registers.png
(3 px per µm) Other sequential cells in the stronger gray, the rest of the logic in the fainter gray.
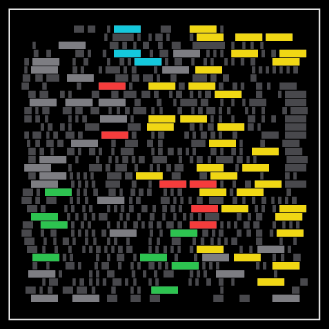
final_clocks.png
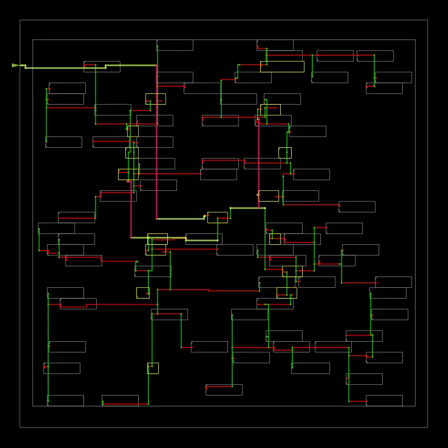
port_nets.png
(4 px per µm)
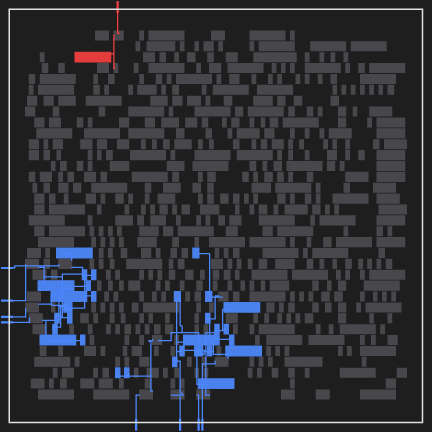
metal_stack.png
(4 px per µm)
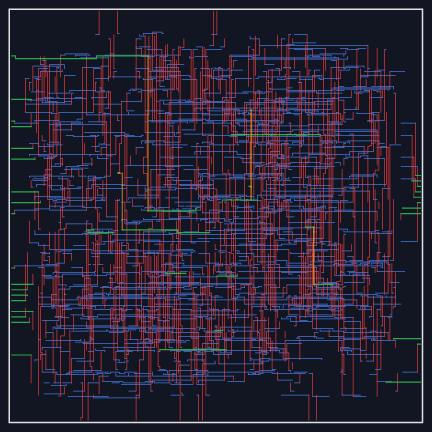
gate_families.png
(4 px per µm)
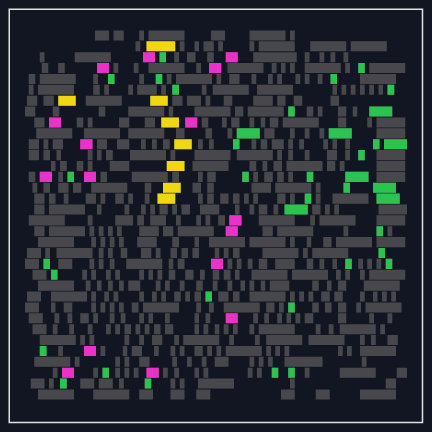
<file path="src/rtl/counter_event_monitor.sv">
// Observer for the 8-bit programmable counter: detects compare-match and
// wrap events and queues tagged {type, seq} records in a small FIFO.
module counter_event_monitor #(
   parameter int unsigned FIFO_DEPTH = 4,
   parameter logic [7:0]  CMP_RESET  = 8'h80
) (
   input  logic       clk,
   input  logic       rst_n,
   input  logic [7:0] count_in,
   input  logic       cmp_wr,
   input  logic [7:0] cmp_data,
   input  logic       clr,
   input  logic       evt_ready,
   output logic       evt_valid,
   output logic [7:0] evt_data,
   output logic       match_pulse,
   output logic       wrap_pulse,
   output logic [7:0] match_count,
   output logic       overflow
);

   localparam int unsigned AW = (FIFO_DEPTH > 1) ? $clog2(FIFO_DEPTH) : 1;
   localparam logic [AW:0] DEPTH_C = (AW+1)'(FIFO_DEPTH);

   logic [7:0]    count_prev_q;
   logic          prev_valid_q;
   logic [7:0]    cmp_q, cmp_d;
   logic [5:0]    seq_q, seq_d;
   logic [7:0]    match_cnt_q, match_cnt_d;
   logic          ovf_q, ovf_d;
   logic          match_pulse_q;
   logic          wrap_pulse_q;
   logic [7:0]    mem_q [FIFO_DEPTH];
   logic [AW-1:0] wr_ptr_q, wr_ptr_d;
   logic [AW-1:0] rd_ptr_q, rd_ptr_d;
   logic [AW:0]   occ_q, occ_d;

   logic       hit_match;
   logic       hit_wrap;
   logic       evt;
   logic       full;
   logic       empty;
   logic       pop;
   logic       push;
   logic       drop;
   logic [7:0] entry;

   // Detection always uses the registered compare value, so a write
   // takes effect from the following edge.
   always_comb begin
      hit_match = prev_valid_q
                & (count_in == cmp_q)
                & (count_prev_q != cmp_q);
      hit_wrap  = prev_valid_q
                & (count_prev_q == 8'hFF)
                & (count_in == 8'h00);
      evt       = hit_match | hit_wrap;
      full      = (occ_q == DEPTH_C);
      empty     = (occ_q == '0);
      pop       = ~empty & evt_ready;
      push      = evt & (~full | pop);
      drop      = evt & full & ~pop;
      entry     = {hit_wrap, hit_match, seq_q};
   end

   always_comb begin
      cmp_d    = cmp_q;
      seq_d    = seq_q;
      wr_ptr_d = wr_ptr_q;
      rd_ptr_d = rd_ptr_q;
      occ_d    = occ_q;
      if (cmp_wr) begin
         cmp_d = cmp_data;
      end
      if (push) begin
         seq_d    = seq_q + 6'd1;
         wr_ptr_d = wr_ptr_q + 1'b1;
      end
      if (pop) begin
         rd_ptr_d = rd_ptr_q + 1'b1;
      end
      unique case ({push, pop})
         2'b10:   occ_d = occ_q + 1'b1;
         2'b01:   occ_d = occ_q - 1'b1;
         default: occ_d = occ_q;
      endcase
   end

   // clr wins over a same-edge increment or drop.
   always_comb begin
      match_cnt_d = match_cnt_q;
      ovf_d       = ovf_q;
      unique case (1'b1)
         clr: begin
            match_cnt_d = 8'h00;
            ovf_d       = 1'b0;
         end
         default: begin
            if (hit_match && match_cnt_q != 8'hFF) begin
               match_cnt_d = match_cnt_q + 8'd1;
            end
            if (drop) begin
               ovf_d = 1'b1;
            end
         end
      endcase
   end

   always_ff @(posedge clk or negedge rst_n) begin
      if (!rst_n) begin
         count_prev_q  <= 8'h00;
         prev_valid_q  <= 1'b0;
         cmp_q         <= CMP_RESET;
         seq_q         <= 6'd0;
         match_cnt_q   <= 8'h00;
         ovf_q         <= 1'b0;
         match_pulse_q <= 1'b0;
         wrap_pulse_q  <= 1'b0;
         wr_ptr_q      <= '0;
         rd_ptr_q      <= '0;
         occ_q         <= '0;
      end else begin
         count_prev_q  <= count_in;
         prev_valid_q  <= 1'b1;
         cmp_q         <= cmp_d;
         seq_q         <= seq_d;
         match_cnt_q   <= match_cnt_d;
         ovf_q         <= ovf_d;
         match_pulse_q <= hit_match;
         wrap_pulse_q  <= hit_wrap;
         wr_ptr_q      <= wr_ptr_d;
         rd_ptr_q      <= rd_ptr_d;
         occ_q         <= occ_d;
      end
   end

   always_ff @(posedge clk or negedge rst_n) begin
      if (!rst_n) begin
         for (int i = 0; i < FIFO_DEPTH; i++) begin
            mem_q[i] <= 8'h00;
         end
      end else if (push) begin
         mem_q[wr_ptr_q] <= entry;
      end
   end

   assign evt_valid   = ~empty;
   assign evt_data    = empty ? 8'h00 : mem_q[rd_ptr_q];
   assign match_pulse = match_pulse_q;
   assign wrap_pulse  = wrap_pulse_q;
   assign match_count = match_cnt_q;
   assign overflow    = ovf_q;

endmodule
</file>
<file path="config.mk">
export PLATFORM = sky130hd
export DESIGN_NAME = counter_event_monitor
export DESIGN_NICKNAME = d
export VERILOG_FILES = /design/src/rtl/counter_event_monitor.sv
export SDC_FILE = /design/constraint.sdc
export NUM_CORES = 1
export LEC_CHECK = 0
export ABC_AREA = 1
export CAP_MARGIN = 5
export CELL_PAD_IN_SITES_DETAIL_PLACEMENT = 1
export CELL_PAD_IN_SITES_GLOBAL_PLACEMENT = 1
export CORE_MARGIN = 3
export CORE_UTILIZATION = 42
export CTS_BUF_LIST = sky130_fd_sc_hd__clkbuf_8 sky130_fd_sc_hd__clkbuf_16
export CTS_CLUSTER_DIAMETER = 80
export DETAILED_ROUTE_END_ITERATION = 12
export PLACE_DENSITY_LB_ADDON = 0.2
export SYNTH_ARGS = -nofsm -noshare
export SYNTH_HDL_FRONTEND = slang
export SYNTH_SLANG_ARGS = --single-unit
</file>
<file path="constraint.sdc">
create_clock -name clk -period 2.9 [get_ports clk]
set_input_delay 0.58 -clock clk [delete_from_list [all_inputs] [get_ports clk]]
set_output_delay 0.58 -clock clk [all_outputs]
set_load 0.1 [all_outputs]
</file>
==> flow_summary_export.csv <==
group,metric,value,unit
worst_setup_path,r2r_slack,370,ps
global_routing,grt_pass1_vias,3814,
worst_setup_path,setup.worst_path.class,"reg -> out",
routing,drc,0,
timing,hold_violations,0,
final_layout,fin_util,0.536,
pwr,power,3.91,mW
run_status,outcome,"completed",
logic_synthesis,synthCells,525,
logic_synthesis,top_cell,"nand2_1",
routing,first_iter_violations,137,
logic_synthesis,ys.flops,73,
worst_setup_path,cp.required,2320,ps
final_layout,diodes,0,
worst_setup_path,crit_buf_inv,2,
final_layout,synthToLayoutAreaGrowth,21.4,%
routing,via_count,3603,
global_routing,grt-ovfl-total,0,
logic_synthesis,synth_seq_share,0.463,
routing,met1Wirelength,5060,µm
placed_design,placed_cell_area,0.00459,mm²
worst_setup_path,critical_path.max_stage_delay,600,ps
routing,wl_met2,5740,µm
pwr,seqPwrFrac,0.308,
logic_synthesis,logic_family,"simple AND/OR/NAND/NOR gates",
logic_synthesis,xor_area_frac,0.0355,
routing,highest_layer,"met4",
final_layout,num-nonclk-buffers,48,
worst_setup_path,startpoint_type,"flop",
pwr,vdd_drop_max,0.645,mV
placed_design,place_hpwl,8060,µm
global_routing,grt_max_degree,74,
pwr,pwr.group.clock,0.839,mW
logic_synthesis,ff_type,"dfrtp_1",
logic_synthesis,netlist_area,0.00395,mm²
About registers.png:
[yellow] mem_q | sequential cells: 32
[cyan] occ_q | sequential cells: 3
[red] seq_q | sequential cells: 6 | where: middle
[green] count_prev_q | sequential cells: 8

About final_clocks.png:
TritonCTS Buffers: 9
Seq cells: 73
clock skew: 20.8 ps

About port_nets.png:
[red] overflow | direction: output | edge: top | end cells: 1 | buffers: 1 | wire: 15.7 µm
[blue] count_in | direction: input | edge: 4 left, 4 bottom | end cells: 30 | buffers: 10 | wire: 376 µm

About metal_stack.png:
[red] met2 | wire length: 5740 µm
[green] met3 | wire length: 250 µm
[orange] met4 | wire length: 90.7 µm
[blue] met1 | wire length: 5060 µm

About gate_families.png:
[magenta] XOR/XNOR gates | cells: 16
[yellow] adder and majority cells | cells: 8 | most used: ha_1
[green] inverting AOI/OAI gates | cells: 38 | most used: o21ai_0 | where: widely spread
Top cell excl fill/tap: nand2_1
Comb area share: 0.402
fin cells: 675

Power figures rest on the tool's default switching activity, not on a simulated workload.
